Fig. 1: run 1, cell sizes after repair
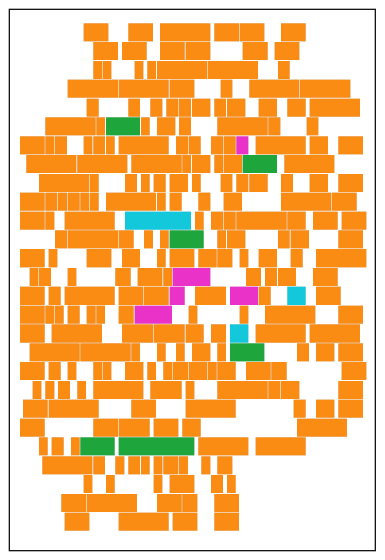
Fig. 2: run 1, gate-type map
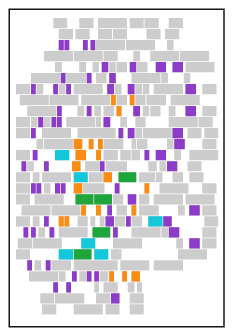
Fig. 3: run 1, cells colored by class
Scale bar: 20 microns. Fill, decap, tap and diode cells in gray.
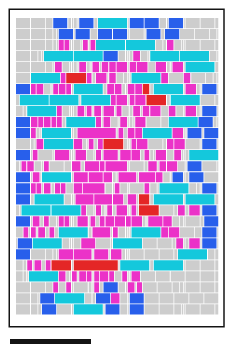
$ cat config.mk
export PLATFORM = sky130hd
export DESIGN_NAME = bcd_exc3_serial
export DESIGN_NICKNAME = d
export VERILOG_FILES = /design/src/rtl/bcd_exc3_pkg.sv /design/src/rtl/bcd_exc3_digit.sv /design/src/rtl/bcd_exc3_serial.sv
export SDC_FILE = /design/constraint.sdc
export NUM_CORES = 1
export LEC_CHECK = 0
export ABC_CLOCK_PERIOD_IN_PS = 3100
export CORE_ASPECT_RATIO = 1.5
export CORE_UTILIZATION = 47
export CTS_CLUSTER_DIAMETER = 120
export DETAILED_ROUTE_END_ITERATION = 8
export GPL_TIMING_DRIVEN = 1
export MAX_ROUTING_LAYER = met4
export PLACE_DENSITY = 0.84
export SLEW_MARGIN = 20
export SYNTH_ARGS = -nofsm -noshare
export SYNTH_HDL_FRONTEND = slang
export SYNTH_SLANG_ARGS = --single-unit
$ cat constraint.sdc
create_clock -name clk -period 3.1 [get_ports clk]
set_input_delay 0.465 -clock clk [delete_from_list [all_inputs] [get_ports clk]]
set_output_delay 0.465 -clock clk [all_outputs]
set_load 0.01 [all_outputs]
$ cat src/rtl/bcd_exc3_pkg.sv
// ============================================================================
// Module      : bcd_exc3_pkg
// Description : FSM state type and digit-code constants for bcd_exc3_serial.
// Revision    : 1.0 - initial release
// ============================================================================
`default_nettype none

package bcd_exc3_pkg;

  typedef enum logic [1:0] {
    IDLE = 2'd0,
    CONV = 2'd1,
    DONE = 2'd2
  } state_t;

  localparam logic [3:0] EXC3_OFFSET    = 4'd3;
  localparam logic [3:0] BCD_MAX        = 4'd9;
  localparam logic [3:0] EXC3_MIN       = 4'd3;
  localparam logic [3:0] EXC3_MAX       = 4'd12;
  localparam logic [3:0] INVALID_NIBBLE = 4'hF;

endpackage

`default_nettype wire

$ cat src/rtl/bcd_exc3_digit.sv
// ============================================================================
// Module      : bcd_exc3_digit
// Description : Combinational single-nibble BCD <-> Excess-3 converter.
// Revision    : 1.0 - initial release
// ============================================================================
`default_nettype none

module bcd_exc3_digit
  import bcd_exc3_pkg::*;
(
  input  logic [3:0] i_nibble,
  input  logic       i_dir,
  output logic [3:0] o_result,
  output logic       o_err
);

  // Anything outside the legal code range for the chosen direction is flagged.
  always_comb begin
    o_result = INVALID_NIBBLE;
    o_err    = 1'b1;
    if (!i_dir) begin
      if (i_nibble <= BCD_MAX) begin
        o_result = i_nibble + EXC3_OFFSET;
        o_err    = 1'b0;
      end
    end else begin
      if ((i_nibble >= EXC3_MIN) && (i_nibble <= EXC3_MAX)) begin
        o_result = i_nibble - EXC3_OFFSET;
        o_err    = 1'b0;
      end
    end
  end

endmodule

`default_nettype wire

$ cat src/rtl/bcd_exc3_serial.sv
// ============================================================================
// Module      : bcd_exc3_serial
// Description : Digit-serial BCD/Excess-3 word converter, one digit per clock.
//               Macro BCD_EXC3_REVERSE_EN adds the dir port (Excess-3 -> BCD).
// Revision    : 1.0 - initial release
// ============================================================================
`default_nettype none

module bcd_exc3_serial
  import bcd_exc3_pkg::*;
#(
  parameter int N_DIGITS = 4
) (
  input  logic                  clk,
  input  logic                  rst,
  input  logic                  in_valid,
  output logic                  in_ready,
  input  logic [4*N_DIGITS-1:0] in_data,
  output logic                  out_valid,
  input  logic                  out_ready,
  output logic [4*N_DIGITS-1:0] out_data,
  output logic [N_DIGITS-1:0]   out_err,
  output logic                  busy
`ifdef BCD_EXC3_REVERSE_EN
  ,
  input  logic                  dir
`endif
);

  localparam int IDX_W = (N_DIGITS > 1) ? $clog2(N_DIGITS) : 1;
  localparam logic [IDX_W-1:0] c_last_idx = IDX_W'(N_DIGITS - 1);

  state_t                  r_state;
  state_t                  w_next;
  logic [4*N_DIGITS-1:0]   r_data;
  logic                    r_dir;
  logic [IDX_W-1:0]        r_idx;
  logic [4*N_DIGITS-1:0]   r_out_data;
  logic [N_DIGITS-1:0]     r_out_err;
  logic                    w_dir_in;
  logic [3:0]              w_nibble;
  logic [3:0]              w_result;
  logic                    w_err;

`ifdef BCD_EXC3_REVERSE_EN
  assign w_dir_in = dir;
`else
  assign w_dir_in = 1'b0;
`endif

  always_ff @(posedge clk) begin
    if (rst) begin
      r_state <= IDLE;
    end else begin
      r_state <= w_next;
    end
  end

  always_comb begin
    w_next = r_state;
    case (r_state)
      IDLE:    if (in_valid) w_next = CONV;
      CONV:    if (r_idx == c_last_idx) w_next = DONE;
      DONE:    if (out_ready) w_next = IDLE;
      default: w_next = IDLE;
    endcase
  end

  always_comb begin
    in_ready  = (r_state == IDLE);
    out_valid = (r_state == DONE);
    busy      = (r_state != IDLE);
  end

  // Single shared converter; the digit index selects which nibble it sees.
  always_comb begin
    w_nibble = r_data[3:0];
    for (int i = 0; i < N_DIGITS; i++) begin
      if (r_idx == IDX_W'(i)) w_nibble = r_data[i*4 +: 4];
    end
  end

  bcd_exc3_digit u_digit (
    .i_nibble (w_nibble),
    .i_dir    (r_dir),
    .o_result (w_result),
    .o_err    (w_err)
  );

  always_ff @(posedge clk) begin
    if (rst) begin
      r_data     <= '0;
      r_dir      <= 1'b0;
      r_idx      <= '0;
      r_out_data <= '0;
      r_out_err  <= '0;
    end else begin
      case (r_state)
        IDLE: begin
          if (in_valid) begin
            r_data     <= in_data;
            r_dir      <= w_dir_in;
            r_idx      <= '0;
            r_out_data <= '0;
            r_out_err  <= '0;
          end
        end
        CONV: begin
          for (int i = 0; i < N_DIGITS; i++) begin
            if (r_idx == IDX_W'(i)) begin
              r_out_data[i*4 +: 4] <= w_result;
              r_out_err[i]         <= w_err;
            end
          end
          if (r_idx != c_last_idx) r_idx <= r_idx + 1'b1;
        end
        default: ;
      endcase
    end
  end

  assign out_data = r_out_data;
  assign out_err  = r_out_err;

endmodule

`default_nettype wire

==> impl_table.tex, run 1 <==
% Generated from flow reports
\begin{tabular}{lr}
\hline
Metric & Value \\
\hline
\multicolumn{2}{l}{\textbf{Critical path}} \\
Critical path, cell by cell & ha\_1 > nor2\_2 > a221o\_1 > ha\_1 > a211oi\_1 > a221oi\_2 > or2\_1 > o21ai\_1 \\
Arrival @ worst endpoint & 2.80 ns \\
Cell repeated most along the worst path & ha\_1 \\
\multicolumn{2}{l}{\textbf{Layout}} \\
Diodes inserted & 0 \\
\multicolumn{2}{l}{\textbf{STA}} \\
Rel. slew slack & 0.6228 \\
Post-Route Setup TNS & 0 ns \\
Transition at the pin with the smallest max-transition slack & 0.5658 ns \\
Fmax achieved & 388.8 MHz \\
Final worst clock skew & 0.004018 ns \\
Period minus WS final & between 2 and 3 ns \\
\multicolumn{2}{l}{\textbf{Placement}} \\
Port bufs & between 40 and 50 \\
\multicolumn{2}{l}{\textbf{Synth}} \\
Biggest area consumer among synthesized cells & dfxtp\_1 \\
Synth Net Count & 240 \\
Top cells by count & dfxtp\_1 (40), nand2\_1 (40), a21oi\_1 (25), nor2\_1 (14), o21ai\_1 (12) \\
Number of warning messages in the yosys log & 0 \\
Leading register cell type out of synthesis & dfxtp\_1 \\
\multicolumn{2}{l}{\textbf{Clocking}} \\
Resized Gates After CTS & 0 \\
\multicolumn{2}{l}{\textbf{Run status}} \\
Status & complete, no violations \\
\multicolumn{2}{l}{\textbf{Global route}} \\
Global route total overflow & 0 \\
\multicolumn{2}{l}{\textbf{Flow run}} \\
Max cap viols & 0 \\
\multicolumn{2}{l}{\textbf{Pwr}} \\
Total power per unit cell area & between 400 and 500 nW/um\^{}2 \\
\hline
\end{tabular}
Notes on Fig. 1 above:
size	color	cells
drive 2	magenta	5
drive 1 or less	orange	240
drive 3 to 4	cyan	3
drive 6 and up	green	6
synth-to-layout area growth: 29.79%
buffers outside the clock class: 43
post-layout worst setup margin: 0.5281 ns
finished layout cell area: 2350 sq um

Notes on Fig. 2 above:
family	color	cells
adder and majority cells	green	5
NAND gates	purple	63
NOR gates	orange	20
multiplexers	cyan	6
most frequently placed logic cell in the final layout: clkdlybuf4s50_1
Final Non-Filler Cells: 297
logic share of the area: 0.3972

Notes on Fig. 3 above:
class	color	cells
other buffers and delay cells	blue	43
clock drivers and dummy loads	red	8
flip-flops	cyan	40
all other logic	magenta	163
core occupancy in the finished layout: 0.6381
site row count: 27

[run 1: placed cells by master, fill, tap and decap left out, types with 2 or more instances in the layout]
master | synthesis | routed
nand3b_1 | 11 | 11
nor2_1 | 14 | 14
a211oi_1 | 2 | 2
nand3_1 | 8 | 8
nand2_1 | 40 | 40
dfxtp_1 | 40 | 40
a21o_1 | 4 | 4
clkbuf_8 | 0 | 5
nor2b_1 | 4 | 4
inv_1 | 6 | 6
clkdlybuf4s50_1 | 0 | 42
a22oi_1 | 9 | 9
a21oi_1 | 25 | 25
a221o_1 | 3 | 3
o21ai_1 | 12 | 12
mux2i_1 | 6 | 6
ha_1 | 5 | 5
nand2b_1 | 4 | 4
a221oi_2 | 2 | 2
[run 1: per-stage QoR]
stage	hold slack, ns	cell area, sq um	worst slack, ns	std cells	total power, mW
final	0.4565	2350	0.5281	297	1.168
after global routing	0.4806	2350	0.2984	297	1.226
after CTS	0.4588	2350	0.5443	297	1.176
after detailed placement	0.4478	2238	0.5679	289	0.7608
after global placement	0.4434	2238	0.6698	289	0.7571
after floorplan	0.4357	1810	0.8548	215	0.6860
[run 1: worst max-delay path, delay by kind of cell, from the launching register on]
kind / cells / cell delay (ns)
fa+ha+maj: 2 / 0.72
flops: 1 / 0.40
simple gates: 2 / 0.46
compound gates: 4 / 0.93
[run 1: how the worst max path moves through the flow]
stage	cells after the start	startpoint	end
2_1_floorplan	10	r_idx[1]	out_err[0]
3_3_place_gp	8	r_idx[0]	out_err[2]
3_5_place_dp	8	r_idx[0]	out_err[3]
4_1_cts	8	r_idx[0]	out_err[0]
5_1_grt	8	r_idx[0]	out_err[2]
6_report	8	r_idx[0]	out_err[0]
[run 1: per-layer routing]
layer / GRT usage / share of wire / up-vias
met5: - / 0 / -
met4: 0.08158 / 0.020 / 0
met3: 0.05233 / 0.038 / 9
met2: 0.3633 / 0.52 / 41
met1: 0.2391 / 0.42 / 737
li1: - / - / 826
[run 1: registers in the layout, summed over array words and instances, names as in the netlist]
register	cells
r_idx	2
r_data	16
r_state	2
out_err	4
out_data	16
[run 1: layout make-up]
class / instances / area (sq um)
Clock buffer: 5 / 68.82
Clock inverter: 3 / 42.54
Fill cell: 332 / 1333
Inverter: 6 / 22.52
Multi-Input combinational cell: 157 / 933.4
Sequential cell: 40 / 800.8
Tap cell: 43 / 53.80
Timing Repair Buffer: 43 / 427.9
[run 1: report_power, final]
part | leakage (nW) | total (mW) | internal (mW) | switching, mW
combinational | 0.477 | 0.195 | 0.0898 | 0.105
sequential | 0.326 | 0.555 | 0.539 | 0.0161
clock | 0.0541 | 0.419 | 0.238 | 0.181
[run 1: kinds of logic (layout without fill, tap and decap cells)]
group           Yosys count  in the layout
compound gates           60             60
fa+ha+maj                 5              5
buf+inv                  18             57
flops                    40             40
mux                       6              6
simple gates             86             86
Fig. 4: run 1, the clock network
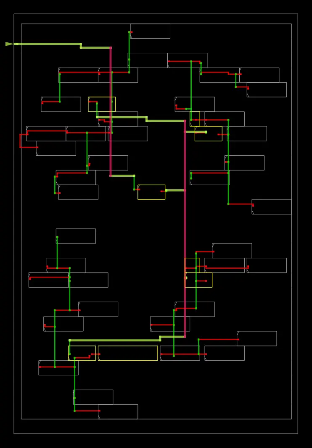

==> run 2: changes to the inputs <==
--- a/config.mk
+++ b/config.mk
@@ -5,14 +5,14 @@
 export SDC_FILE = /design/constraint.sdc
 export NUM_CORES = 1
 export LEC_CHECK = 0
-export ABC_CLOCK_PERIOD_IN_PS = 3100
+export ABC_CLOCK_PERIOD_IN_PS = 2200
 export CORE_ASPECT_RATIO = 1.5
-export CORE_UTILIZATION = 47
+export CORE_UTILIZATION = 44
 export CTS_CLUSTER_DIAMETER = 120
 export DETAILED_ROUTE_END_ITERATION = 8
 export GPL_TIMING_DRIVEN = 1
 export MAX_ROUTING_LAYER = met4
-export PLACE_DENSITY = 0.84
+export PLACE_DENSITY = 0.83
 export SLEW_MARGIN = 20
 export SYNTH_ARGS = -nofsm -noshare
 export SYNTH_HDL_FRONTEND = slang
==> constraint.sdc (replaced) <==
create_clock -name clk -period 2.2 [get_ports clk]
set_input_delay 0.33 -clock clk [delete_from_list [all_inputs] [get_ports clk]]
set_output_delay 0.33 -clock clk [all_outputs]
set_load 0.01 [all_outputs]
Fig. 5: run 2, the clock network
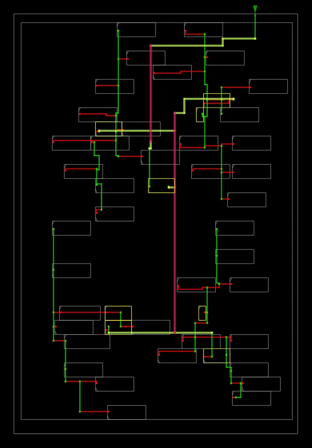
Clock buffer cells: 8
final worst clock skew: 0.005844 ns

==> run 2 against run 1 <==
  * Cell count up 5.7%
  * Total power rose by 37%
  * Clock power increased by 19%
  * Count of clock-buffer cells in the layout increased by 3
  * First-iteration DRC count shrank 32%
  * Sequential power up 42%
  * Clock skew grew 0.0018 ns
==> impl_table.tex, run 2 <==
% Generated from flow reports
\begin{tabular}{lr}
\hline
Metric & Value \\
\hline
\multicolumn{2}{l}{\textbf{Critical path}} \\
Worst endpoint required time & 2.38 ns \\
Arrival @ worst endpoint & 2.29 ns \\
Type of the worst setup path & register to register \\
Crit start category & register \\
\multicolumn{2}{l}{\textbf{Synth}} \\
Biggest area consumer among synthesized cells & dfxtp\_1 \\
Netlist cell types & 28 \\
Number of synthesized register bits & 40 \\
Post-synth top area share & 0.4423 \\
Top cells by count & dfxtp\_1 (40), nand2\_1 (40), a21oi\_1 (25), nor2\_1 (14), o21ai\_1 (12) \\
Leading register cell type out of synthesis & dfxtp\_1 \\
Synth Net Count & 240 \\
Number of warning messages in the yosys log & 0 \\
\multicolumn{2}{l}{\textbf{Die}} \\
Site row count & 28 \\
X dimension of the die & 54.38 microns \\
Core utilization at floorplan & 0.4573 \\
\multicolumn{2}{l}{\textbf{Pwr}} \\
Internal Pwr Total & 1.173 mW \\
Total power per unit cell area & around 640 nW/um\^{}2 \\
Net switching component of the power & 0.4306 mW \\
Clock network fraction of design power & 0.310 \\
Part of the power in registers & 0.490 \\
Share of power burned in combinational logic & 0.200 \\
Switching portion of total power & 0.2685 \\
\multicolumn{2}{l}{\textbf{Placement}} \\
Placement Cell Area & 2351 sq um \\
DP Worst Slack & -0.03978 ns \\
Port bufs & about 42 \\
\multicolumn{2}{l}{\textbf{Clocking}} \\
Clock tree buffer depth & 2 \\
Number of buffers added by the clock tree synthesis step & 5 \\
TritonCTS clock tree & done \\
\multicolumn{2}{l}{\textbf{STA}} \\
Fmax achieved & 475.5 MHz \\
Transition at the pin with the smallest max-transition slack & 0.4830 ns \\
Period minus WS final & 2.103 ns \\
Smallest hold slack & 0.4588 ns \\
Rel. slew slack & 0.6772 \\
\multicolumn{2}{l}{\textbf{Layout}} \\
Leading cell types in the layout, fill and taps excluded & clkdlybuf4s50\_1 (42), nand2\_1 (40), dfxtp\_1 (38) \\
Most frequently placed logic cell in the final layout & clkdlybuf4s50\_1 \\
Diodes inserted & 0 \\
\multicolumn{2}{l}{\textbf{Global route}} \\
Global route total overflow & 0 \\
Global-route wire length before repair & 7141 microns \\
\multicolumn{2}{l}{\textbf{Detailed routing}} \\
First-pass detailed-route iteration total & 4 \\
\multicolumn{2}{l}{\textbf{Flow run}} \\
Max cap viols & 0 \\
\multicolumn{2}{l}{\textbf{Run status}} \\
Status & complete, no violations \\
\multicolumn{2}{l}{\textbf{Hold path}} \\
Hold Path Class & register to register \\
\hline
\end{tabular}
Fig. 6: run 2, cell sizes after repair
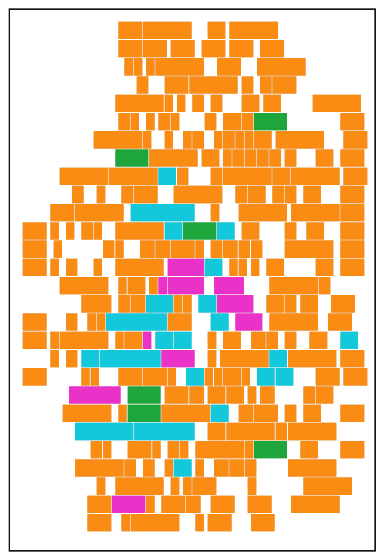
size	color	cells
drive 6 and up	green	6
drive 3 to 4	cyan	22
drive 2	magenta	10
drive 1 or less	orange	231
post-layout worst setup margin: 0.09675 ns
finished layout cell area: 2506 sq um
buffers outside the clock class: 58
synth-to-layout area growth: 38.42%

==> run 2: netlist changes by cell type in the layout (fill, tap and decap cells not counted), sizes merged <==
cell,previous run,this run
buf,1,16
clkinv,1,0
clkbuf,5,8
clkinvlp,1,0
bufinv,1,0
==> run 2: worst paths after layout <==
| kind | to | from | cells after the start | slack (ns) |
|---|---|---|---|---|
| worst max register to register | out_data[10] | r_idx[1] | 8 | 0.1 |
| worst min-delay path | r_data[3] | r_data[3] | 2 | 0.46 |
| worst min register to register | r_data[3] | r_data[3] | 2 | 0.46 |
| worst max-delay path | out_data[10] | r_idx[1] | 8 | 0.1 |
==> run 2: layer usage <==
metal  routed length, microns  GRT usage  vias up
li1                         -          -      856
met1                     1590     0.2057      807
met5                        0          -        -
met2                     2459     0.3902       58
met4                      183     0.1692        0
met3                      190    0.07386       17
==> run 2: area by class of cell <==
cell class	instances	area (sq um)
Sequential cell	40	805.8
Timing Repair Buffer	58	540.5
Clock buffer	8	90.09
Multi-Input combinational cell	157	991.0
Fill cell	349	1453
Inverter	6	22.52
Tap cell	45	56.30
==> run 2: per-stage QoR <==
step,cells,total power [mW],TNS (ns),util
global placement,304,1.097,0,0.5939
detailed placement,304,1.105,-0.1265,0.5939
CTS,312,1.599,0,0.6233
floorplan,215,0.9689,0,-
finish,314,1.604,0,0.6331
global route,314,1.682,-0.01272,0.6331
==> run 2: critical path: stages (launching register included) <==
cell,delay (ns)
dfxtp_4,0.39
inv_2,0.06
ha_4,0.18
mux2i_2,0.15
a221o_1,0.34
ha_2,0.22
or3_1,0.37
o211ai_1,0.18
o21ai_1,0.11
==> run 2: logic make-up (layout without fill, tap and decap cells) <==
logic type,after synthesis,after routing,share of synthesized area
AND-OR/OR-AND,60,60,0.2225
buffers and inverters,18,72,0.04216
adder cells (fa/ha/maj),5,5,0.03455
flip-flops,40,40,0.4423
AND/OR/NAND/NOR,86,86,0.2253
multiplexers,6,6,0.03317
==> run 2: power by group through the flow <==
stage	sequential (mW)	clock [mW]	combinational (mW)
final	0.786	0.497	0.321
after global routing	0.789	0.541	0.352
after CTS	0.784	0.505	0.310
after detailed placement	0.799	0	0.306
after global placement	0.797	0	0.300
after floorplan	0.797	0	0.172
==> run 2: repair_timing <==
item / in CTS / in global routing
setup buffers: 0 / 2
resized: 5 / 8
setup endpoints to repair: 7 / 13
pin swaps: 0 / 4
hold buffers: 0 / 0
==> run 3: changes to the inputs <==
--- a/config.mk
+++ b/config.mk
@@ -10,10 +10,11 @@
 export CORE_UTILIZATION = 44
 export CTS_CLUSTER_DIAMETER = 120
 export DETAILED_ROUTE_END_ITERATION = 8
+export GPL_ROUTABILITY_DRIVEN = 1
 export GPL_TIMING_DRIVEN = 1
 export MAX_ROUTING_LAYER = met4
 export PLACE_DENSITY = 0.83
-export SLEW_MARGIN = 20
+export SLEW_MARGIN = 0
 export SYNTH_ARGS = -nofsm -noshare
 export SYNTH_HDL_FRONTEND = slang
 export SYNTH_SLANG_ARGS = --single-unit
Fig. 7: run 3, gate-type map
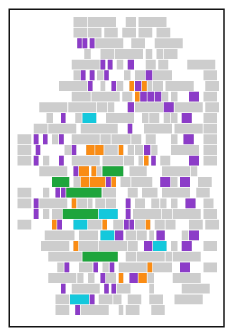
family	color	cells
NAND gates	purple	63
NOR gates	orange	20
multiplexers	cyan	6
adder and majority cells	green	5
logic share of the area: 0.3954
Final Non-Filler Cells: 314

Fig. 8: run 3, cells colored by class
Scale bar: 20 microns. Fill, decap, tap and diode cells in gray.
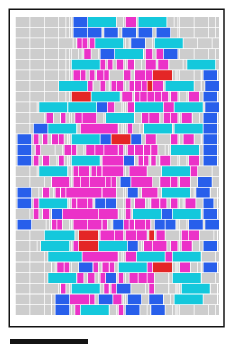
class	color	cells
flip-flops	cyan	40
clock drivers and dummy loads	red	8
other buffers and delay cells	blue	58
all other logic	magenta	163
core occupancy in the finished layout: 0.6331
sequential share of cell area: 0.3215

==> run 3 against run 2 <==
  * Via count did not move
  * Setup slack did not move
  * Die size did not move
  * Clock skew did not move
  * Non-clock buffer count did not move
  * Critical endpoint unchanged
  * Synthesized area did not move
==> impl_table.tex, run 3 <==
% Generated from flow reports
\begin{tabular}{lr}
\hline
Metric & Value \\
\hline
\multicolumn{2}{l}{\textbf{Run status}} \\
Status & complete, no violations \\
\multicolumn{2}{l}{\textbf{STA}} \\
Period minus WS final & 2.103 ns \\
Post-layout worst setup margin & 0.09675 ns \\
\multicolumn{2}{l}{\textbf{Synth}} \\
Post-synth top area share & 0.4423 \\
Number of synthesized register bits & $\sim$40 \\
Number of warning messages in the yosys log & 0 \\
Synth Net Count & between 200 and 250 \\
\multicolumn{2}{l}{\textbf{Layout}} \\
Leading cell types in the layout, fill and taps excluded & clkdlybuf4s50\_1 (42), nand2\_1 (40), dfxtp\_1 (38) \\
Synth-to-layout area growth & 38.42\% \\
Finished layout cell area & 2506 sq um \\
\multicolumn{2}{l}{\textbf{Critical path}} \\
Reg2reg setup slack & 0.1 ns \\
Type of the worst setup path & register to register \\
Arrival @ worst endpoint & 2.29 ns \\
Worst path slowest cell & dfxtp\_4 \\
\multicolumn{2}{l}{\textbf{Clocking}} \\
Number of buffers added by the clock tree synthesis step & 5 \\
Clock tree buffer depth & 2 \\
\multicolumn{2}{l}{\textbf{Placement}} \\
Port bufs & 42 \\
Cell total after placement & between 300 and 400 \\
DP Worst Slack & -0.03978 ns \\
\multicolumn{2}{l}{\textbf{Pwr}} \\
Total power per unit cell area & 639.9 nW/um\^{}2 \\
\hline
\end{tabular}
## run 3: cell counts after synthesis
Identical to the previous run, type by type.
## run 3: cells by family after synthesis
| logic type | after synthesis | share of synthesized area |
|---|---|---|
| flip-flops | 40 | 0.4423 |
| adder cells (fa/ha/maj) | 5 | 0.03455 |
| AND/OR/NAND/NOR | 86 | 0.2253 |
| multiplexers | 6 | 0.03317 |
| AND-OR/OR-AND | 60 | 0.2225 |
| buffers and inverters | 18 | 0.04216 |
## run 3: metal layers
layer | GRT usage | up-vias | routed length, microns
met5 | - | - | 0
met4 | 0.1692 | 0 | 183
met3 | 0.07386 | 17 | 190
met2 | 0.3902 | 58 | 2459
met1 | 0.2057 | 807 | 1590
li1 | - | 856 | -
## run 3: timing repair
item                       in CTS  in global routing
setup endpoints to repair       7                 13
buffers inserted                0                  2
pin swaps                       0                  4
gates resized                   5                  8
## run 3: worst paths after layout
check,from,endpoint,cells past startpoint
max,r_idx[1],out_data[10],8
min,r_data[3],r_data[3],2
max reg2reg,r_idx[1],out_data[10],8
min reg2reg,r_data[3],r_data[3],2
## run 3: layout make-up
| class | instances | share of cell area |
|---|---|---|
| multi-input combinational | 157 | 0.3954 |
| sequential | 40 | 0.3215 |
| timing repair buffer | 58 | 0.2157 |
| clock buffer | 8 | 0.03595 |
| tap | 45 | 0.02247 |
| inverter | 6 | 0.008987 |
## run 3: where the power goes
| part | leakage [nW] | total (mW) | internal (mW) | switching (mW) |
|---|---|---|---|---|
| Sequential | 0.327 | 0.786 | 0.759 | 0.0267 |
| Clock | 0.0455 | 0.497 | 0.255 | 0.241 |
| Combinational | 0.551 | 0.321 | 0.159 | 0.162 |
| Total | 0.924 | 1.60 | 1.17 | 0.431 |
## run 3: critical path, delay by kind of cell, from the launching register on
family / cells / cell delay [ns]
compound gates: 3 / 0.63
fa+ha+maj: 2 / 0.40
buf+inv: 1 / 0.06
flops: 1 / 0.39
mux: 1 / 0.15
simple gates: 1 / 0.37
Power figures rest on the tool's default switching activity, not on a simulated workload.
